`config.mk`:
```
export PLATFORM = sky130hd
export DESIGN_NAME = mem_port_arbiter
export DESIGN_NICKNAME = d
export VERILOG_FILES = /design/src/rtl/mem_port_arbiter.sv
export SDC_FILE = /design/constraint.sdc
export NUM_CORES = 1
export LEC_CHECK = 0
export CORE_MARGIN = 8
export CORE_UTILIZATION = 23
export CTS_CLUSTER_DIAMETER = 120
export CTS_CLUSTER_SIZE = 28
export DETAILED_ROUTE_END_ITERATION = 12
export PLACE_DENSITY_LB_ADDON = 0.08
export SLEW_MARGIN = 5
export SYNTH_ARGS = -nofsm -noshare
export SYNTH_HDL_FRONTEND = slang
export SYNTH_SLANG_ARGS = --single-unit
```
`constraint.sdc`:
```
create_clock -name clk -period 3.5 [get_ports clk]
set_input_delay 0.875 -clock clk [delete_from_list [all_inputs] [get_ports clk]]
set_output_delay 0.875 -clock clk [all_outputs]
set_load 0.03 [all_outputs]
```
`src/rtl/mem_port_arbiter.sv`:
```
// mem_port_arbiter: shares one synchronous memory port between instruction
// fetch and load/store, steers sub-word stores onto byte lanes and
// extracts/extends sub-word loads on the one-cycle-delayed return path.
module mem_port_arbiter #(
  parameter int unsigned STARVE_LIMIT = 4
) (
  input  logic        clk,
  input  logic        rst,
  input  logic        ifetch_req,
  input  logic [29:0] ifetch_addr,
  output logic        ifetch_gnt,
  output logic        ifetch_valid,
  output logic [31:0] ifetch_data,
  input  logic        data_req,
  input  logic        data_we,
  input  logic [31:0] data_addr,
  input  logic [31:0] data_wdata,
  input  logic [1:0]  data_size,
  input  logic        data_unsigned,
  output logic        data_gnt,
  output logic        data_valid,
  output logic [31:0] data_rdata,
  output logic        data_err,
  output logic        mem_we,
  output logic [31:0] mem_addr,
  output logic [31:0] mem_wdata,
  output logic [3:0]  mem_be,
  input  logic [31:0] mem_rdata
);

  localparam logic [1:0] OWN_NONE  = 2'd0;
  localparam logic [1:0] OWN_FETCH = 2'd1;
  localparam logic [1:0] OWN_DATA  = 2'd2;
  localparam logic [3:0] LIMIT     = 4'(STARVE_LIMIT);

  logic [3:0]  starve_cnt;
  logic [1:0]  rsp_owner;
  logic [1:0]  rsp_owner_next;
  logic [1:0]  rsp_size;
  logic [1:0]  rsp_off;
  logic        rsp_unsigned;
  logic        rsp_err;
  logic        rsp_we;
  logic        is_half;
  logic        is_word;
  logic        misaligned;
  logic        data_win;
  logic        fetch_win;
  logic [31:0] lane;
  logic [31:0] load_ext;

  // Decode access size and flag accesses that cross their natural alignment
  always_comb begin
    is_half    = (data_size == 2'b01);
    is_word    = data_size[1];
    misaligned = (is_half && data_addr[0]) ||
                 (is_word && (data_addr[1:0] != 2'b00));
  end

  // Data has priority unless fetch has already waited STARVE_LIMIT data grants
  always_comb begin
    data_win  = !rst && data_req && !(ifetch_req && (starve_cnt == LIMIT));
    fetch_win = !rst && ifetch_req && !data_win;
  end

  assign data_gnt   = data_win;
  assign ifetch_gnt = fetch_win;

  // Drive the memory port from the winner; misaligned data issues no access
  always_comb begin
    mem_addr  = {ifetch_addr, 2'b00};
    mem_we    = 1'b0;
    mem_be    = 4'b0000;
    mem_wdata = 32'h0;
    if (data_win) begin
      mem_addr = {data_addr[31:2], 2'b00};
      if (!misaligned) begin
        if (data_we) begin
          mem_we = 1'b1;
          case (data_size)
            2'b00: begin
              mem_be    = 4'b0001 << data_addr[1:0];
              mem_wdata = {4{data_wdata[7:0]}};
            end
            2'b01: begin
              mem_be    = 4'b0011 << data_addr[1:0];
              mem_wdata = {2{data_wdata[15:0]}};
            end
            default: begin
              mem_be    = 4'b1111;
              mem_wdata = data_wdata;
            end
          endcase
        end else begin
          mem_be = 4'b1111;
        end
      end
    end
  end

  // Count consecutive data grants taken while fetch is waiting
  always_ff @(posedge clk or posedge rst) begin
    if (rst) begin
      starve_cnt <= 4'd0;
    end else if (fetch_win || !ifetch_req) begin
      starve_cnt <= 4'd0;
    end else if (data_win && (starve_cnt != LIMIT)) begin
      starve_cnt <= starve_cnt + 4'd1;
    end
  end

  // Owner of next cycle's read response
  always_comb begin
    rsp_owner_next = OWN_NONE;
    if (data_win) begin
      rsp_owner_next = OWN_DATA;
    end else if (fetch_win) begin
      rsp_owner_next = OWN_FETCH;
    end
  end

  // Capture response ownership and the data access attributes at grant
  always_ff @(posedge clk or posedge rst) begin
    if (rst) begin
      rsp_owner    <= OWN_NONE;
      rsp_size     <= 2'b00;
      rsp_off      <= 2'b00;
      rsp_unsigned <= 1'b0;
      rsp_err      <= 1'b0;
      rsp_we       <= 1'b0;
    end else begin
      rsp_owner <= rsp_owner_next;
      if (data_win) begin
        rsp_size     <= data_size;
        rsp_off      <= data_addr[1:0];
        rsp_unsigned <= data_unsigned;
        rsp_err      <= misaligned;
        rsp_we       <= data_we;
      end
    end
  end

  // Select the addressed lane and extend it to 32 bits
  always_comb begin
    lane = mem_rdata >> {rsp_off, 3'b000};
    case (rsp_size)
      2'b00:   load_ext = {{24{!rsp_unsigned && lane[7]}}, lane[7:0]};
      2'b01:   load_ext = {{16{!rsp_unsigned && lane[15]}}, lane[15:0]};
      default: load_ext = lane;
    endcase
  end

  assign ifetch_valid = (rsp_owner == OWN_FETCH);
  assign ifetch_data  = ifetch_valid ? mem_rdata : 32'h0;
  assign data_valid   = (rsp_owner == OWN_DATA);
  assign data_err     = data_valid && rsp_err;
  assign data_rdata   = (data_valid && !rsp_err && !rsp_we) ? load_ext : 32'h0;

endmodule
```
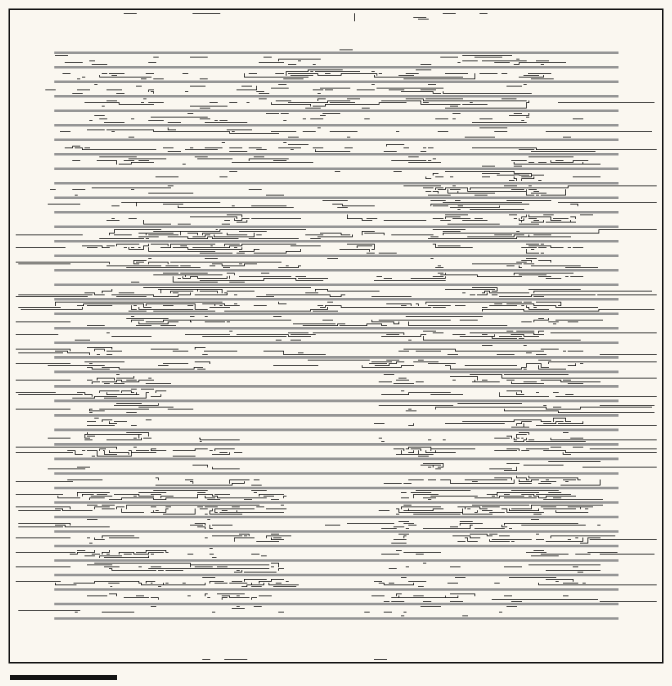
run_1/layer_met1.png
Scale bar: 20 µm. Supply wires on this layer in grey.
share of all routed wire: 40%
nets with wire on the layer: 678
longest straight run: 31.3 µm
main direction: horizontal
wire length on this layer: 5560 µm
overall routed net length: 13.9 mm
met1 Usage GRT: 0.184

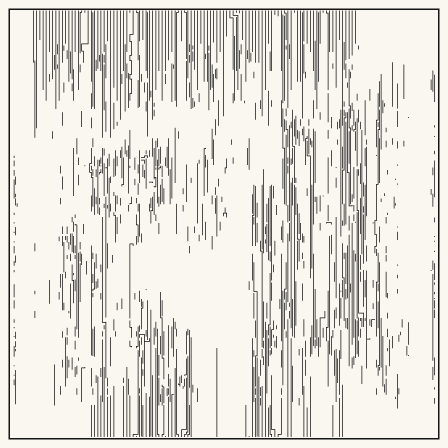
run_1/layer_met2.png
wire length on this layer: 7050 µm
nets with wire on the layer: 661

==> run notes, run 1 <==
Notes from the flow run.

Floorplanning:
- The run puts the I/O pin count at 272.

Clock tree:
- The run gives the clock slew seen by the registers of the worst setup and hold paths as ~0.04 ns.
- TritonCTS built the clock tree.
- Per the CTS log, the root buffer master is sky130_fd_sc_hd__clkbuf_16.
- Buffers inserted during clock tree synthesis total 3.

Yosys:
- Sorting the Yosys area breakdown by cell type puts at the top sky130_fd_sc_hd__mux2_2.
- The run gives the area fraction in full adders, half adders and majority gates as 0.00964.
- Warnings reported by Yosys during synthesis add up to 0.
- The run gives the gate count of the mapped netlist as 355.

Final layout:
- The final report lists a non-filler cell total of about 780.
- In the layout the commonest cells are sky130_fd_sc_hd__clkdlybuf4s50_1 (167), sky130_fd_sc_hd__buf_4 (96), sky130_fd_sc_hd__mux2_2 (59), sky130_fd_sc_hd__and2_1 (34), sky130_fd_sc_hd__clkbuf_2 (33).
- Per the final report, the share of cell area in non-clock buffers is 0.507.
- The run gives the clock-cell share of area as 0.0143.
- The layout summary lists the proportion of cells stronger than drive strength 1 as 0.337.
- The run puts the clock buffer count in the final layout at 4.
- The run gives the number of nets in the final layout as ~780.
- The run puts the fill cell instance count of the final layout at approximately 1200.

Run:
- The run puts the max capacitance violation total at 0.

Global route:
- The first global-routing pass estimated between 15 and 20 mm of wire.
- The run gives the initial antenna violation count as 0.
- The via count of the first global-routing pass was between 3000 and 4000.

Power and ir drop:
- The run gives the power density over the cells as ~210 mW/mm².

Worst setup path:
- The run gives the depth of the critical timing path with buffers and inverters included as 6.
- The run puts the number of cells on the worst reg-to-reg path at 7.

Detailed routing:
- In the routed layout, each cell is associated on average with a via count of around 4.7.
- The run gives the length of the first detailed-routing pass in iterations as 4.

Place:
- The run puts the pre-CTS setup slack at -0.284 ns.
- Detailed placement reports a standard cell area of 0.00557 mm².

Final timing:
- The run gives the max-slew violation count as 0.
- The clock arrives with approximately 0.001 ns of skew.
- The run gives the total of endpoints with negative setup slack in the final report as 0.

Min path:
- The tightest min-delay check is of the reg2reg type.

Outcome:
- The run finished with clean final reports.
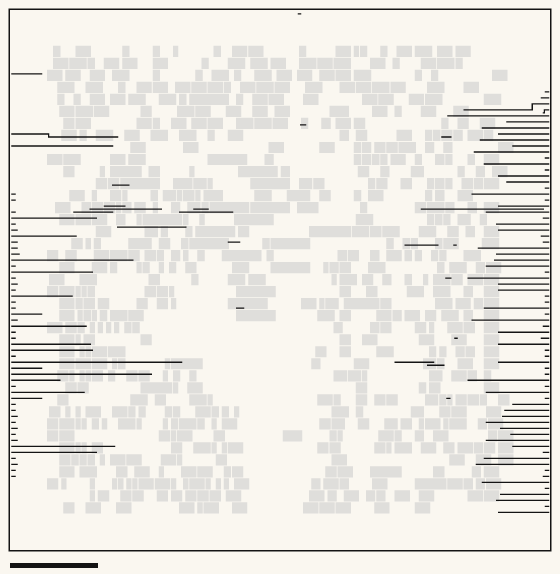
run_1/layer_met3.png
Scale bar: 20 µm.
nets with wire on the layer: 134
longest straight run: 38.4 µm
main direction: horizontal
share of all routed wire: 8.0%

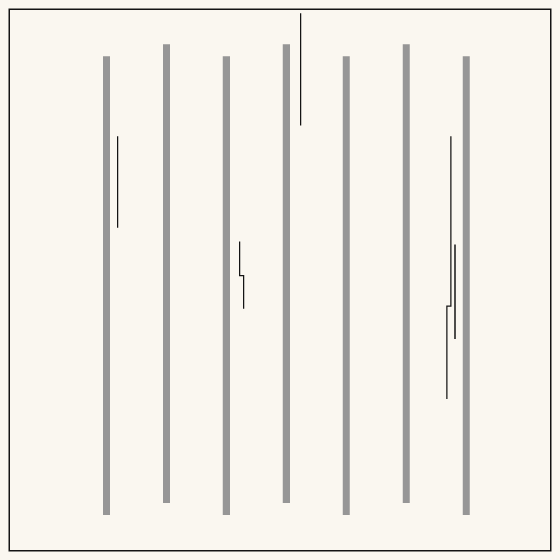
run_1/layer_met4.png
Supply wires on this layer in grey.
longest straight run: 38.3 µm
nets with wire on the layer: 5
share of all routed wire: 1.0%
total number of vias: 3708

run 1: where the power goes:
part / internal (mW) / switching [mW]
clock: 0.154 / 0.0621
combinational: 0.380 / 0.377
sequential: 0.164 / 0.0233
run 1: cell usage after synthesis (8+ instances only):
master,instances
sky130_fd_sc_hd__mux2_2,59
sky130_fd_sc_hd__and2_1,34
sky130_fd_sc_hd__nor2_1,31
sky130_fd_sc_hd__nand2_1,28
sky130_fd_sc_hd__a21oi_1,20
sky130_fd_sc_hd__clkbuf_1,20
sky130_fd_sc_hd__o21ai_0,18
sky130_fd_sc_hd__inv_1,17
sky130_fd_sc_hd__mux2i_1,15
sky130_fd_sc_hd__dfrtp_1,13
sky130_fd_sc_hd__nand3_1,12
sky130_fd_sc_hd__nor3_1,10
sky130_fd_sc_hd__nand4_1,9
sky130_fd_sc_hd__o21ai_1,9
sky130_fd_sc_hd__a221oi_1,8
run 1: per-layer routing:
layer,share of wire,global-route usage,up-vias
met1,0.40,0.184,1707
met5,0,0,-
li1,-,-,1840
met3,0.080,0.0419,11
met4,0.010,0.0305,0
met2,0.51,0.299,150
run 1: worst paths after layout:
| check | from | end | slack, ns |
|---|---|---|---|
| worst max register to register | starve_cnt[0]$_DFFE_PP0P_ | rsp_we$_DFFE_PP0P_ | 1.85 |
| max in group asynchronous | rst | rsp_size[0]$_DFFE_PP0P_ | 2.01 |
| worst min register to register | rsp_size[1]$_DFFE_PP0P_ | rsp_size[1]$_DFFE_PP0P_ | 0.56 |
| min in group asynchronous | rst | starve_cnt[3]$_DFFE_PP0P_ | 1.15 |
| worst min-delay path | rsp_size[1]$_DFFE_PP0P_ | rsp_size[1]$_DFFE_PP0P_ | 0.56 |
| worst max-delay path | mem_rdata[15] | data_rdata[30] | 0.04 |
## Run 2: what changed since run 1
Settings changed: CORE_UTILIZATION 23 to 30.
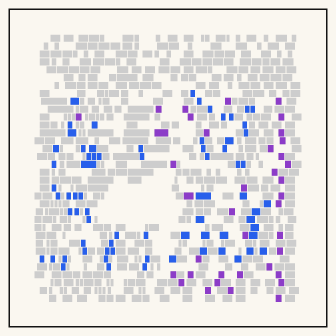
run_2/logic_types.png
legend:
  and/or cells:
    colour: purple
    cells: 38
    most_used: and2_1
  aoi and oai cells:
    colour: blue
    cells: 71
    most_used: a21oi_1

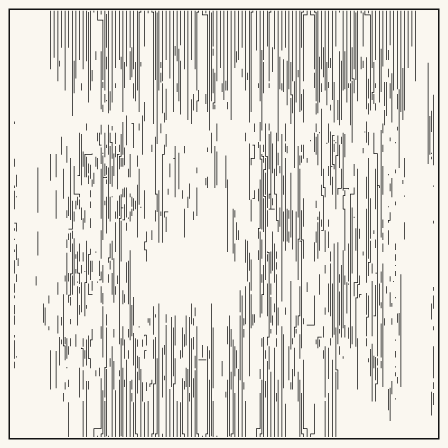
run_2/layer_met2.png
longest straight run: 51.5 µm
wire length on this layer: 6830 µm
main direction: vertical

==> run 2 against run 1 <==
  * Worst setup slack better by 0.023 ns
  * Clock skew up 0.0048 ns
  * Cell count down 5.6%
  * Critical path type unchanged
  * Global-route usage up 3.9 points
  * Core utilization up 13 points
  * Hold slack about the same
  * Total power down 9.2%
  * Area after synthesis unchanged
==> run notes, run 2 <==
Notes from the flow run.

Outcome:
- The flow ran to the end, and the final reports show no timing, DRC or antenna violations.

Global route:
- The run gives the global-route wire length before repair as 19.3 mm (-2.0%).
- The run gives the via count of the first global-routing pass as 3690 (-0.46%).
- The run gives the initial antenna violation count as 0 (unchanged).
- Per the GRT log, the top usage layer is met2.
- The run gives the global-route met2 utilization as 0.372 (+0.0732).

Yosys:
- The run puts the gate count of the mapped netlist at 355 (unchanged).
- Summed over all instances, the cell type with the most area after synthesis is sky130_fd_sc_hd__mux2_2.
- In this run the cell area of the synthesized design comes to 0.00260 mm².
- The run gives the number of storage elements in the synthesis netlist as 13.
- The run gives the number of distinct standard cells referenced by the synthesized netlist as about 43.
- Sorting the synthesis cell report by count puts at the top sky130_fd_sc_hd__mux2_2.
- The synthesis run shows the most used standard cells to be sky130_fd_sc_hd__mux2_2 (59), sky130_fd_sc_hd__and2_1 (34), sky130_fd_sc_hd__nor2_1 (31).
- The run puts the number of warnings reported in the yosys synthesis log at 0 (unchanged).

Final layout:
- The fraction of layout instances using a drive strength above 1 was 0.318 (-0.0189).
- The number of nets in the final layout is 769 (-1.2%).
- In the layout the commonest cells are sky130_fd_sc_hd__clkdlybuf4s50_1 (169), sky130_fd_sc_hd__buf_4 (98), sky130_fd_sc_hd__mux2_2 (59), sky130_fd_sc_hd__and2_1 (34), sky130_fd_sc_hd__nor2_1 (31).
- The run puts the final-layout non-clock buffer area share at 0.505 (-0.00244).
- The run puts the post-layout instance count excluding filler cells at 740 (-5.6%).
- The run puts the clock-cell share of area at 0.00846 (-0.00583).
- The run gives the clock buffer count in the final layout as 4 (unchanged).
- The fill cell instance count of the final layout was 790 (-32%).

Clock tree:
- The run gives the cell chosen for the clock root as sky130_fd_sc_hd__clkbuf_8.
- TritonCTS built the clock tree.
- The run puts the number of buffers created by CTS at 3 (unchanged).
- The run puts the clock slew seen by the registers of the worst setup and hold paths at 0.06 ns (+0.02 ns).

Detailed routing:
- The run puts the detailed-route vias per instance at 4.90 (+3.7%).
- The run puts the routed via count at 3628 (-2.2%).
- The run puts the final routed wirelength across all metal layers at 13.2 mm (-4.7%).
- The run puts the number of DRC markers after the initial detailed-route iteration at about 84.

Floorplanning:
- The I/O pin count was 272 (unchanged).
- The run gives the tapcell count as between 100 and 150.
- The run gives the row count as 34.
- The run gives the die span in x as around 110 µm.

Final timing:
- The run gives the total of endpoints with negative setup slack in the final report as 0 (unchanged).
- The max-slew violation count was 0 (unchanged).
- The setup skew after layout was 0.00581 ns (+0.00483 ns).

Power and ir drop:
- The power density over the cells came to 198 mW/mm² (-6.0%).

Run:
- The max capacitance violation total came to 0 (unchanged).

Min path:
- The run gives the path class of the lowest-slack min-delay path as reg2reg.

Place:
- The pre-CTS setup slack was -0.233 ns (+0.0509 ns).
run 2: path summary, 6_finish.rpt:
check	slack [ns]	depth (start not counted)	end	from
max	0.06	6	data_rdata[14]	mem_rdata[23]
max in group asynchronous	2.00	3	rsp_size[1]$_DFFE_PP0P_	rst
max reg2reg	1.94	7	rsp_we$_DFFE_PP0P_	starve_cnt[0]$_DFFE_PP0P_
min reg2reg	0.56	1	rsp_we$_DFFE_PP0P_	rsp_we$_DFFE_PP0P_
min in group asynchronous	1.17	3	starve_cnt[0]$_DFFE_PP0P_	rst
min	0.56	1	rsp_we$_DFFE_PP0P_	rsp_we$_DFFE_PP0P_
run 2: per-stage QoR:
stage / util / hold WS [ns] / cell area [µm²]
floorplan: - / 0.511 / 2600
global placement: 0.634 / 0.542 / 5420
detailed placement: 0.634 / 0.552 / 5420
CTS: 0.634 / 0.565 / 5420
global route: 0.623 / 0.590 / 5330
finish: 0.623 / 0.558 / 5330
run 2: where the power goes:
| group | leakage, nW | switching, mW | internal, mW |
|---|---|---|---|
| Clock | 0.0228 | 0.0519 | 0.0802 |
| Combinational | 2.17 | 0.365 | 0.371 |
| Sequential | 0.164 | 0.0218 | 0.164 |
| Total | 2.36 | 0.438 | 0.615 |
run 2: kinds of logic after synthesis:
group	Yosys count	synth area share
AND-OR/OR-AND	74	0.178
XOR/XNOR	1	0.00337
adder cells (fa/ha/maj)	2	0.00964
buffers and inverters	52	0.0872
flip-flops	13	0.125
multiplexers	75	0.322
other	1	0.00144
AND/OR/NAND/NOR	137	0.273
run 2: per-layer routing:
| layer | vias to the layer above | share of wire |
|---|---|---|
| met5 | - | 0 |
| met4 | 0 | 0.0069 |
| met3 | 8 | 0.087 |
| met2 | 145 | 0.52 |
| met1 | 1656 | 0.39 |
| li1 | 1819 | - |
Power and IR drop assume default switching activity.
